**src/rtl/sram_pkg.sv**
```systemverilog
// rtl/sram_pkg.sv - shared SRAM geometry, writer FSM states and per-object image tables
package sram_pkg;

    localparam int SRAM_ADDR_COUNT = 20;
    localparam int SRAM_DATA_WIDTH = 16;
    localparam int COLOR_WIDTH     = 4;
    localparam int PIX_CNT_WIDTH   = 20;
    localparam int PIX_PER_WORD    = SRAM_DATA_WIDTH / COLOR_WIDTH;
    localparam int LANE_WIDTH      = (PIX_PER_WORD > 1) ? $clog2(PIX_PER_WORD) : 1;

    typedef enum logic [1:0] {
        IDLE,
        FILL,
        WRITE,
        DONE
    } WriterState;

    // Object regions are laid out back to back: 640x480 map, then two 32x32 car sprites.
    typedef enum logic [1:0] {
        OBJ_MAP,
        OBJ_CAR_RED,
        OBJ_CAR_BLUE
    } ObjId;

    localparam int OBJ_COUNT = 3;

    localparam logic [SRAM_ADDR_COUNT-1:0] OBJ_BASE [OBJ_COUNT] = '{
        20'h00000, 20'h12C00, 20'h12D00
    };

    localparam logic [PIX_CNT_WIDTH-1:0] OBJ_PIXELS [OBJ_COUNT] = '{
        20'd307200, 20'd1024, 20'd1024
    };

endpackage

```
**src/rtl/sram_word_packer.sv**
```systemverilog
// rtl/sram_word_packer.sv - gathers encoded colors into one SRAM word, lane 0 in the LSBs
module sram_word_packer
    import sram_pkg::*;
(
    input  logic                       i_clk,
    input  logic                       i_rst,
    input  logic                       i_clear,
    input  logic                       i_push,
    input  logic [COLOR_WIDTH-1:0]     i_color,
    output logic [SRAM_DATA_WIDTH-1:0] o_word_next,
    output logic                       o_full
);

    logic [LANE_WIDTH-1:0]      lane_q, lane_d;
    logic [SRAM_DATA_WIDTH-1:0] word_q, word_d;

    always_comb begin
        lane_d = lane_q;
        word_d = word_q;
        if (i_clear) begin
            lane_d = '0;
            word_d = '0;
        end else if (i_push) begin
            word_d[lane_q*COLOR_WIDTH +: COLOR_WIDTH] = i_color;
            lane_d = lane_q + 1'b1;
        end
    end

    always_ff @(posedge i_clk) begin
        if (i_rst) begin
            lane_q <= '0;
            word_q <= '0;
        end else begin
            lane_q <= lane_d;
            word_q <= word_d;
        end
    end

    // The word including the pixel being pushed this cycle, so the top can register it directly.
    assign o_word_next = word_d;
    assign o_full      = (lane_q == LANE_WIDTH'(PIX_PER_WORD - 1));

endmodule

```
**src/rtl/sram_image_writer.sv**
```systemverilog
// rtl/sram_image_writer.sv - streams encoded pixels into packed SRAM words under arbiter grant
module sram_image_writer
    import sram_pkg::*;
(
    input  logic                       i_clk,
    input  logic                       i_rst,
    input  logic                       i_start,
    input  logic [SRAM_ADDR_COUNT-1:0] i_base_addr,
    input  logic [PIX_CNT_WIDTH-1:0]   i_pixel_count,
    input  logic                       i_pixel_valid,
    input  logic [COLOR_WIDTH-1:0]     i_pixel_color,
    output logic                       o_pixel_ready,
    input  logic                       i_sram_grant,
    output logic [SRAM_ADDR_COUNT-1:0] o_sram_addr,
    output logic [SRAM_DATA_WIDTH-1:0] o_sram_wdata,
    output logic                       o_sram_we_n,
    output logic                       o_busy,
    output logic                       o_done
);

    WriterState                 state_q, state_d;
    logic [SRAM_ADDR_COUNT-1:0] base_q, base_d;
    logic [SRAM_ADDR_COUNT-1:0] word_idx_q, word_idx_d;
    logic [PIX_CNT_WIDTH-1:0]   count_q, count_d;
    logic [PIX_CNT_WIDTH-1:0]   pix_cnt_q, pix_cnt_d;
    logic [SRAM_ADDR_COUNT-1:0] addr_q, addr_d;
    logic [SRAM_DATA_WIDTH-1:0] wdata_q, wdata_d;
    logic                       we_n_q, we_n_d;
    logic                       ready_q, ready_d;
    logic                       busy_q, busy_d;
    logic                       done_q, done_d;

    logic                       pk_clear;
    logic                       pk_push;
    logic                       pk_full;
    logic [SRAM_DATA_WIDTH-1:0] pk_word_next;
    logic                       last_pixel;
    logic                       last_word;

    sram_word_packer u_packer (
        .i_clk       (i_clk),
        .i_rst       (i_rst),
        .i_clear     (pk_clear),
        .i_push      (pk_push),
        .i_color     (i_pixel_color),
        .o_word_next (pk_word_next),
        .o_full      (pk_full)
    );

    assign last_pixel = (pix_cnt_q == count_q - 1'b1);
    assign last_word  = (pix_cnt_q == count_q);

    always_comb begin
        state_d    = state_q;
        base_d     = base_q;
        count_d    = count_q;
        pix_cnt_d  = pix_cnt_q;
        word_idx_d = word_idx_q;
        addr_d     = addr_q;
        wdata_d    = wdata_q;
        we_n_d     = 1'b1;
        pk_clear   = 1'b0;
        pk_push    = 1'b0;

        case (state_q)
            IDLE: begin
                if (i_start) begin
                    base_d     = i_base_addr;
                    count_d    = i_pixel_count;
                    pix_cnt_d  = '0;
                    word_idx_d = '0;
                    pk_clear   = 1'b1;
                    state_d    = (i_pixel_count == '0) ? DONE : FILL;
                end
            end
            FILL: begin
                if (ready_q && i_pixel_valid) begin
                    pk_push   = 1'b1;
                    pix_cnt_d = pix_cnt_q + 1'b1;
                    if (pk_full || last_pixel) begin
                        addr_d  = base_q + word_idx_q;
                        wdata_d = pk_word_next;
                        state_d = WRITE;
                    end
                end
            end
            WRITE: begin
                // A low we_n_q means the strobe cycle is the current one; leave on the next edge.
                if (!we_n_q) begin
                    if (last_word) begin
                        state_d = DONE;
                    end else begin
                        word_idx_d = word_idx_q + 1'b1;
                        pk_clear   = 1'b1;
                        state_d    = FILL;
                    end
                end else if (i_sram_grant) begin
                    we_n_d = 1'b0;
                end
            end
            DONE: begin
                state_d = IDLE;
            end
            default: begin
                state_d = IDLE;
            end
        endcase

        ready_d = (state_d == FILL);
        busy_d  = (state_d != IDLE) || (state_q == DONE);
        done_d  = (state_q == DONE);
    end

    always_ff @(posedge i_clk) begin
        if (i_rst) begin
            state_q    <= IDLE;
            base_q     <= '0;
            count_q    <= '0;
            pix_cnt_q  <= '0;
            word_idx_q <= '0;
            addr_q     <= '0;
            wdata_q    <= '0;
            we_n_q     <= 1'b1;
            ready_q    <= 1'b0;
            busy_q     <= 1'b0;
            done_q     <= 1'b0;
        end else begin
            state_q    <= state_d;
            base_q     <= base_d;
            count_q    <= count_d;
            pix_cnt_q  <= pix_cnt_d;
            word_idx_q <= word_idx_d;
            addr_q     <= addr_d;
            wdata_q    <= wdata_d;
            we_n_q     <= we_n_d;
            ready_q    <= ready_d;
            busy_q     <= busy_d;
            done_q     <= done_d;
        end
    end

    assign o_pixel_ready = ready_q;
    assign o_sram_addr   = addr_q;
    assign o_sram_wdata  = wdata_q;
    assign o_sram_we_n   = we_n_q;
    assign o_busy        = busy_q;
    assign o_done        = done_q;

endmodule

```
**config.mk**
```make
export PLATFORM = sky130hd
export DESIGN_NAME = sram_image_writer
export DESIGN_NICKNAME = d
export VERILOG_FILES = /design/src/rtl/sram_pkg.sv /design/src/rtl/sram_word_packer.sv /design/src/rtl/sram_image_writer.sv
export SDC_FILE = /design/constraint.sdc
export NUM_CORES = 1
export LEC_CHECK = 0
export CAP_MARGIN = 15
export CORE_ASPECT_RATIO = 1.75
export CORE_MARGIN = 2
export CORE_UTILIZATION = 55
export CTS_CLUSTER_SIZE = 12
export DETAILED_ROUTE_END_ITERATION = 8
export PLACE_DENSITY_LB_ADDON = 0.2
export SYNTH_ARGS = -nofsm -noshare
export SYNTH_HDL_FRONTEND = slang
export SYNTH_SLANG_ARGS = --single-unit
export TNS_END_PERCENT = 20
```
**constraint.sdc**
```tcl
create_clock -name i_clk -period 4.5 [get_ports i_clk]
set_input_delay 0.9 -clock i_clk [delete_from_list [all_inputs] [get_ports i_clk]]
set_output_delay 0.9 -clock i_clk [all_outputs]
set_load 0.005 [all_outputs]
```
Routed metal per tile:
The bar under the picture is 20 um long. 18 x 31 tiles, from black (low) to pale yellow (high), scaled to the fullest tile. Values are wire area over tile area, all layers added.
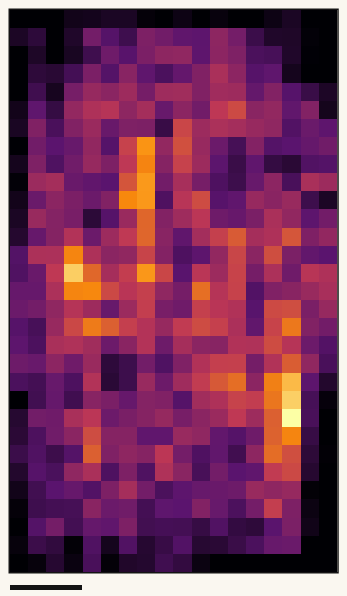
fullest tile	0.72
mean over tiles	0.22
nearly empty tiles	8.8%
tiles over half the peak	13%

Placed standard cells:
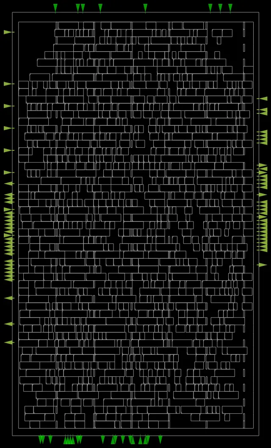
well-tap cell count: 171
fin util: 67.7%
number of inserted filler cells in the final layout: 1163
Post-Layout Cell Count: 1142

==> flow_metrics.tcl <==
# flow metrics
set metrics [dict create \
    whs_path_depth 2 \
    powerDensity_nw_per_um2 348 \
    maxClockFrequency_ghz 0.273 \
    top_area_cell "sky130_fd_sc_hd__dfxtp_1" \
    routed-wl-met2_um 10100 \
    power_frac_comb_pct 10.9 \
    max_capacitance_violation_count 0 \
    busiest_metal_layer_after_global_routing "met2" \
    worstPathArrival_ps 4010 \
    tritoncts "yes" \
    global_route_overflow 0 \
    area.growth.synth_to_final_pct 20.8 \
    skew_ps 14.2 \
    total_switching_power_uw 846 \
    detail_route.vias_per_cell 5.87 \
    result_of_the_run "finished clean" \
    critical_path.startpoint_type "flip-flop" \
    finalSetupViolCount 0 \
    xor_xnor_cells_area_fraction_pct 7.61 \
    synth_cell_types 67 \
    worstPathCellList "or4_1 > nor4_1 > nand3_1 > a2bb2oi_1 > a211oi_1 > and3_1 > o21ai_0 > o22ai_1" \
    min-delay-start "u_packer.word_q[15]" \
    synth.area.top_cells "sky130_fd_sc_hd__dfxtp_1 (39%), sky130_fd_sc_hd__nand2_1 (7.7%), sky130_fd_sc_hd__a21oi_1 (6.7%), sky130_fd_sc_hd__ha_1 (4.8%), sky130_fd_sc_hd__xor2_1 (4.1%)" \
    clkSlewWorstSetupHoldPaths_ps 70 \
    grt_pass1_vias 6451 \
    criticalPathCategory "flip-flop to flip-flop" \
    lay_top_count "sky130_fd_sc_hd__nand2_1" \
    dieArea_sq_um 14200 \
    r2r_cell_count 8 \
    pre_repair_dr_iteration_count 5 \
    edf_count 0 \
    category_of_cells_accounting_for_the_largest_share_of_critical_path_delay "simple AND/OR/NAND/NOR gates" \
    globalRouteMet3Util_pct 5.36 \
    timing.critical_path.buf_inv 0 \
    launch_instance_of_the_worst_register_to_register_path "count_q[5]" \
    post_synth.cell_area_avg_sq_um 8.11 \
    synthArstFlopShare_pct 0 \
    ff_type "sky130_fd_sc_hd__dfxtp_1" \
    r2r-end "o_sram_addr[17]" \
    comb_power_uw 333 \
    drive_above_1_share_pct 5.15 \
    yosys_cells 894 \
    top_signal_layer_used "met4" \
    power-top-group "clock" \
    fin_crit_sh_pct 81.4 \
    required_ps 4840 \
    power_frac_seq_pct 42.6 \
    grt_antenna_before_repair 0 \
    worst_max_slew_pin_slew_ps 718 \
    synth-seq-area-share_pct 38.7 \
    clock_h_tree_levels 4 \
    synth.comb.largest_family "simple AND/OR/NAND/NOR gates" \
    groute.usage.overall_pct 28.0 \
    met1_usage_pct 31.3 \
    placementRows 55 \
    finalWirelength_um 19400 \
    share_clk_of_total_power_pct 46.4 \
    numClockSinks 140 \
    ir_worst_vdd_mv 0.244 \
    cts_resized 0 \
    layout.nets 1036 \
    cts_made_buffers 17 \
    post_synth_aoi_oai_area_pct 19.0 \
    dpl.hpwl_um 14000 \
]
Sequential cells coloured by netlist name:
Other sequential cells in the stronger grey, the rest of the logic in the fainter grey.
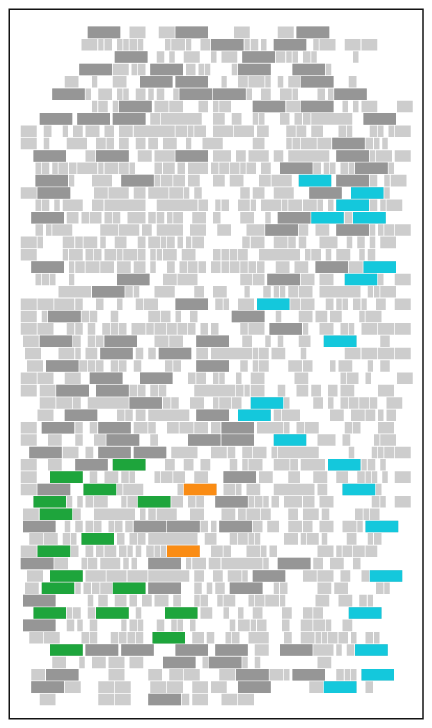
colour	netlist name	flops
cyan	`count_q`	20
green	`u_packer.word_q`	16
orange	`state_q`	2
not coloured	102
sequential logic power: 1.30 mW
flop share of the area: 32.0%
sequential cell area: 2800 sq um

Placed cells, one colour a class:
Fill, decap, tap and diode cells in grey.
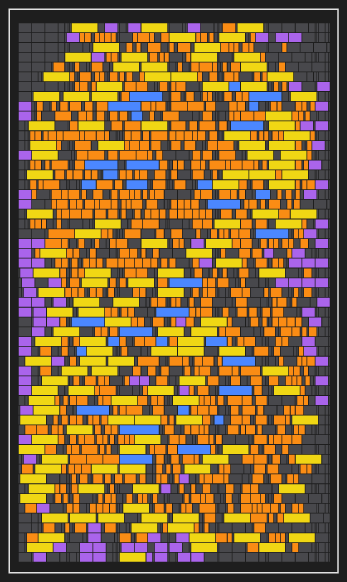
colour	class	cells
yellow	flip-flops	140
blue	clock drivers and dummy loads	32
purple	other buffers and delay cells	95
orange	all other logic	704

[state kept, by name, indices dropped and copies added (netlist names), 16 cells and up]
register and flops:
base_q 20, count_q 20, o_sram_addr 20, o_sram_wdata 16, pix_cnt_q 20, u_packer.word_q 16
word_idx_q 20
[stage by stage]
step / power, mW / instance area, sq um / utilization [%]
global route: 3.16 / 8760 / 67.7
CTS: 3.06 / 8760 / 67.7
finish: 3.05 / 8760 / 67.7
detailed placement: 1.66 / 8160 / 63.1
floorplan: 1.53 / 7250 / -
global placement: 1.66 / 8160 / 63.1
[layout make-up]
cell class,count,area [sq um]
fill,1163,4180
multi-input combinational,687,4150
sequential,140,2800
timing repair buffer,95,928
clock buffer,17,425
tap,171,214
clock inverter,15,174
inverter,17,63.8
Power is estimated from default activity; no workload was simulated.
